[src/rtl/fetch_unit.sv]
`default_nettype none
// ============================================================================
//  Module      : fetch_unit
//  Description : Instruction fetch unit. Keeps one request outstanding to the
//                instruction memory, presents fetched words to decode through
//                an output register with a one-entry overflow buffer, and
//                restarts fetch on branch redirects. Responses belonging to
//                a flushed path are squashed.
//  Revision    : 1.0 - initial release
// ============================================================================
module fetch_unit #(
   parameter logic [31:0] RESET_PC = 32'h4000_0000
) (
   input  logic        clk,
   input  logic        rst_n,
   input  logic        Redirect,
   input  logic [31:0] RedirectPC,
   input  logic        Stall,
   output logic        IMemReqValid,
   output logic [31:0] IMemAddr,
   input  logic        IMemReqReady,
   input  logic        IMemRespValid,
   input  logic [31:0] IMemRespData,
   output logic        InstrValid,
   output logic [31:0] Instruction,
   output logic [31:0] InstrPC
);

   // IDLE: one cycle after reset; REQ: request on the bus; WAIT: request
   // outstanding; HOLD: overflow buffer full, waiting for decode to drain.
   typedef enum logic [1:0] {
      IDLE = 2'd0,
      REQ  = 2'd1,
      WAIT = 2'd2,
      HOLD = 2'd3
   } state_t;

   state_t      state;
   state_t      state_nxt;

   // Fetch-side registers
   logic [31:0] fetch_pc;
   logic [31:0] fetch_pc_nxt;
   logic [31:0] req_pc;
   logic [31:0] req_pc_nxt;
   logic        req_valid;
   logic        req_valid_nxt;
   logic        squash;
   logic        squash_nxt;

   // One-entry overflow buffer; its contents are meaningful only in HOLD
   logic [31:0] buf_data;
   logic [31:0] buf_data_nxt;
   logic [31:0] buf_pc;
   logic [31:0] buf_pc_nxt;

   // Decode-facing output register
   logic        out_valid;
   logic        out_valid_nxt;
   logic [31:0] out_instr;
   logic [31:0] out_instr_nxt;
   logic [31:0] out_pc;
   logic [31:0] out_pc_nxt;

   logic        accept;
   logic        consume;

   assign accept  = req_valid & IMemReqReady;
   assign consume = out_valid & ~Stall;

   // State register
   always_ff @(posedge clk) begin
      if (!rst_n) begin
         state <= IDLE;
      end else begin
         state <= state_nxt;
      end
   end

   // Next-state and next-register-value logic; Redirect overrides the
   // normal flow at the end so it wins over every other event.
   always_comb begin
      state_nxt     = state;
      fetch_pc_nxt  = fetch_pc;
      req_pc_nxt    = req_pc;
      squash_nxt    = squash;
      buf_data_nxt  = buf_data;
      buf_pc_nxt    = buf_pc;
      out_valid_nxt = out_valid;
      out_instr_nxt = out_instr;
      out_pc_nxt    = out_pc;

      // A consumed instruction leaves the output register unless reloaded below
      if (consume) begin
         out_valid_nxt = 1'b0;
      end

      unique case (state)
         IDLE: begin
            state_nxt = REQ;
         end
         REQ: begin
            if (accept) begin
               state_nxt    = WAIT;
               req_pc_nxt   = fetch_pc;
               fetch_pc_nxt = fetch_pc + 32'd4;
            end
         end
         WAIT: begin
            if (IMemRespValid) begin
               state_nxt = REQ;
               if (squash) begin
                  // Response of a flushed path: drop it
                  squash_nxt = 1'b0;
               end else if (!out_valid || consume) begin
                  out_valid_nxt = 1'b1;
                  out_instr_nxt = IMemRespData;
                  out_pc_nxt    = req_pc;
               end else begin
                  // Decode is stalled on an occupied output: park the word
                  buf_data_nxt = IMemRespData;
                  buf_pc_nxt   = req_pc;
                  state_nxt    = HOLD;
               end
            end
         end
         HOLD: begin
            if (consume) begin
               out_valid_nxt = 1'b1;
               out_instr_nxt = buf_data;
               out_pc_nxt    = buf_pc;
               state_nxt     = REQ;
            end
         end
      endcase

      if (Redirect) begin
         fetch_pc_nxt  = RedirectPC;
         out_valid_nxt = 1'b0;
         case (state)
            REQ: begin
               if (accept) begin
                  // The request leaving now belongs to the old path
                  squash_nxt = 1'b1;
                  state_nxt  = WAIT;
               end else begin
                  state_nxt  = REQ;
               end
            end
            WAIT: begin
               if (IMemRespValid) begin
                  // The old-path response arrives with the redirect: drop it
                  // here, since no further response will come for it.
                  squash_nxt = 1'b0;
                  state_nxt  = REQ;
               end else begin
                  squash_nxt = 1'b1;
                  state_nxt  = WAIT;
               end
            end
            default: begin
               // IDLE, or HOLD whose buffered word is discarded
               state_nxt = REQ;
            end
         endcase
      end

      // Request strobe is registered so no input reaches it combinationally
      req_valid_nxt = (state_nxt == REQ);
   end

   // Datapath registers
   always_ff @(posedge clk) begin
      if (!rst_n) begin
         fetch_pc  <= RESET_PC;
         req_pc    <= 32'h0;
         req_valid <= 1'b0;
         squash    <= 1'b0;
         buf_data  <= 32'h0;
         buf_pc    <= 32'h0;
         out_valid <= 1'b0;
         out_instr <= 32'h0;
         out_pc    <= 32'h0;
      end else begin
         fetch_pc  <= fetch_pc_nxt;
         req_pc    <= req_pc_nxt;
         req_valid <= req_valid_nxt;
         squash    <= squash_nxt;
         buf_data  <= buf_data_nxt;
         buf_pc    <= buf_pc_nxt;
         out_valid <= out_valid_nxt;
         out_instr <= out_instr_nxt;
         out_pc    <= out_pc_nxt;
      end
   end

   assign IMemReqValid = req_valid;
   assign IMemAddr     = fetch_pc;
   assign InstrValid   = out_valid;
   assign Instruction  = out_instr;
   assign InstrPC      = out_pc;

endmodule
`default_nettype wire

[config.mk]
export PLATFORM = sky130hd
export DESIGN_NAME = fetch_unit
export DESIGN_NICKNAME = d
export VERILOG_FILES = /design/src/rtl/fetch_unit.sv
export SDC_FILE = /design/constraint.sdc
export NUM_CORES = 1
export LEC_CHECK = 0
export CAP_MARGIN = 30
export CORE_MARGIN = 1
export CORE_UTILIZATION = 40
export CTS_BUF_LIST = sky130_fd_sc_hd__clkbuf_16
export DETAILED_ROUTE_END_ITERATION = 8
export PLACE_DENSITY = 0.72
export SYNTH_ARGS = -nofsm -noshare
export SYNTH_HDL_FRONTEND = slang
export SYNTH_SLANG_ARGS = --single-unit
[constraint.sdc]
create_clock -name clk -period 2.2 [get_ports clk]
set_input_delay 0.44 -clock clk [delete_from_list [all_inputs] [get_ports clk]]
set_output_delay 0.44 -clock clk [all_outputs]
set_load 0.005 [all_outputs]
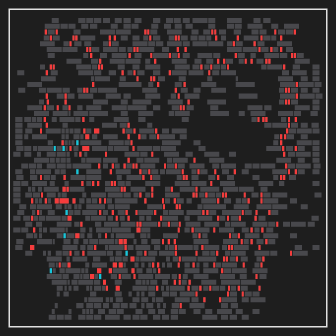
(images/logic_types.png)
colour	family	cells
red	nand cells	298
cyan	inv cells	9
combinational share of cell area: 37.6%
non-filler cells, final: 1397

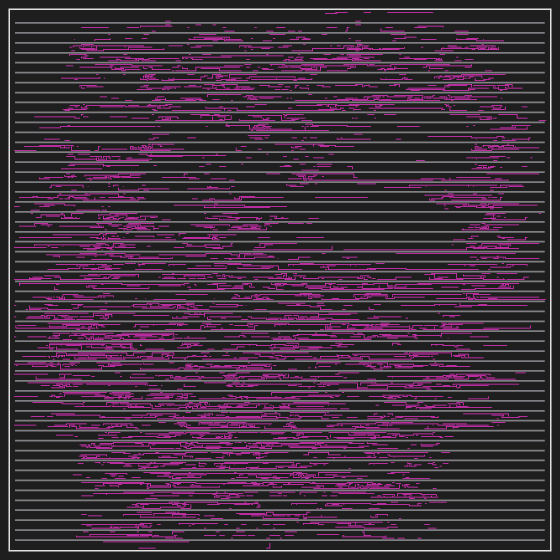
(images/layer_met1.png)
Supply wires on this layer in grey.
main direction	horizontal
wire length on this layer	10200 um
longest straight run	34.0 um
share of all routed wire	48%
total vias in the final route: 7131
final wirelength: 21.4 mm
met1 usage: 27.3%

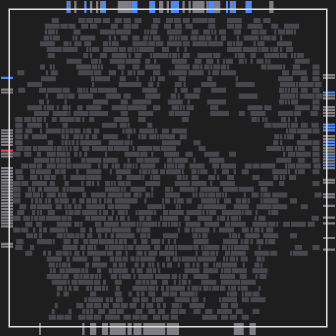
(images/io_placement.png)
Pins as bars across the die edge, other pins in grey.
colour	port	pins	direction	edge
blue	IMemRespData	32	input	23 top, 8 right, 1 left
red	IMemRespValid	1	input	left
all pins by edge	53 top, 47 bottom, 35 left, 33 right
PortBufs: 167
Die H: 148 um

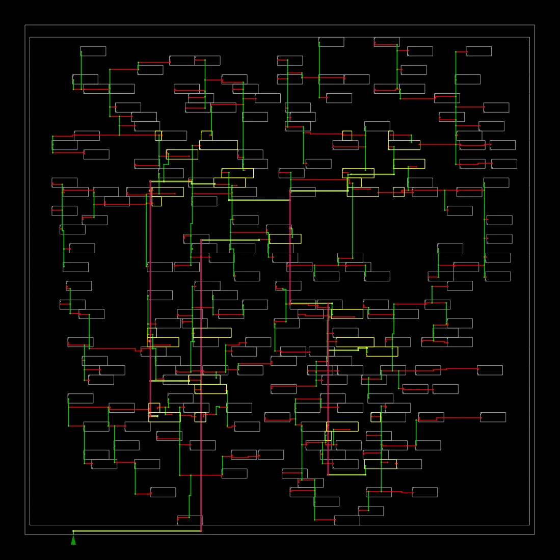
(images/clocks.png)
Worst Skew: 0.00705 ns
clk ins delay skew pair: 0.43 ns

## cells in the mapped netlist (5+ instances only)
library cell / count
inv_1: 8
buf_1: 9
o21ai_0: 31
nor2b_1: 5
dfxtp_1: 197
nand3_1: 8
xor2_1: 7
mux2i_1: 66
and2_1: 6
a21boi_0: 96
nor3_1: 6
clkbuf_1: 64
o211a_1: 68
xnor2_1: 21
nand2_1: 275
nor2_1: 13
and3_1: 5
a21oi_1: 27
ha_1: 6
nand4_1: 9
nor4_2: 5
## report_power, final
group	switching (W)	internal, W
logic	0.000269	0.000352
clock network	0.00141	0.00180
registers	0.0000645	0.00363
## area by class of cell
type,count,area [um^2]
timing repair buffer,211,2150
tap,270,338
fill,1868,9160
sequential,197,3940
clock inverter,15,180
clock buffer,17,425
inverter,9,33.8
multi-input combinational,678,4270
## worst max-delay path: stages (launching register included)
cell	delay (ns)
dfxtp_1	0.32
inv_1	0.08
ha_1	0.20
nand4_2	0.16
or4_4	0.66
nor4_2	0.31
xnor2_1	0.17
a21oi_1	0.08
## layer usage
| metal | vias up | share of wire, % |
|---|---|---|
| met3 | 21 | 3.8 |
| li1 | 3577 | - |
| met4 | 0 | 1.4 |
| met1 | 3386 | 48 |
| met2 | 147 | 47 |
| met5 | - | 0 |
## flip-flops by register name (all words and copies together), names as in the netlist
signal        flops
IMemAddr         32
InstrPC          32
Instruction      32
buf_data         32
buf_pc           32
req_pc           32
state             2
IMemReqValid      1
InstrValid        1
squash            1
## cells by family after synthesis
logic type,share of synthesized area (%)
mux,7.78
compound gates,20.5
fa+ha+maj,0.884
simple gates,17.8
xor+xnor,2.89
buf+inv,3.76
flops,46.4
==> flow_summary.toml <==
# synthesis and place-and-route metrics
[cts]
cts_buffers = 17
clockBufferDepth = 2
cts_resized = 0
clkTransAtPathRegs_ns = 0.07
clock_sinks = 197
hold_buffers = 0

[worst_setup_path]
critPathKind = "reg2reg"
crit_path_end_kind = "register"
critPathLaunchType = "register"
crit_fanout = 11
critPathRequiredTime_ns = 2.51

[hold_path]
hp-class = "reg2reg"

[sta]
grt_setup_unrepaired = "false"
finalCritPeriodShare_pct = 95.8
setup_tns_ns = 0
setup_violations = 0
hold_ws_ns = 0.462
worstMarginPinSlew_ns = 0.573
max_slew_margin_pct = 61.2

[die]
rows = 52
fp_util_pct = 41.4
die_area_mm2 = 0.0218
io_pins = 168
coreArea_mm2 = 0.0205
die_w_um = 148

[pwr]
leakage_nw = 4.51
total_power_w = 0.00752

[yosys]
ys_cells = 958
ys_types = 39
yosysWarnings = 0
fp_nets = 1034
avgSynthCellArea_um2 = 8.86

[global_routing]
grt_pass1_vias = 6786
use_met3_pct = 2.96

[outcome]
status = "completed"

[finish]
fin_nets = 1190
lay_top_count = "nand2_1"

[route]
drt_iter0_drc = 373

[run]
drv_cap = 0
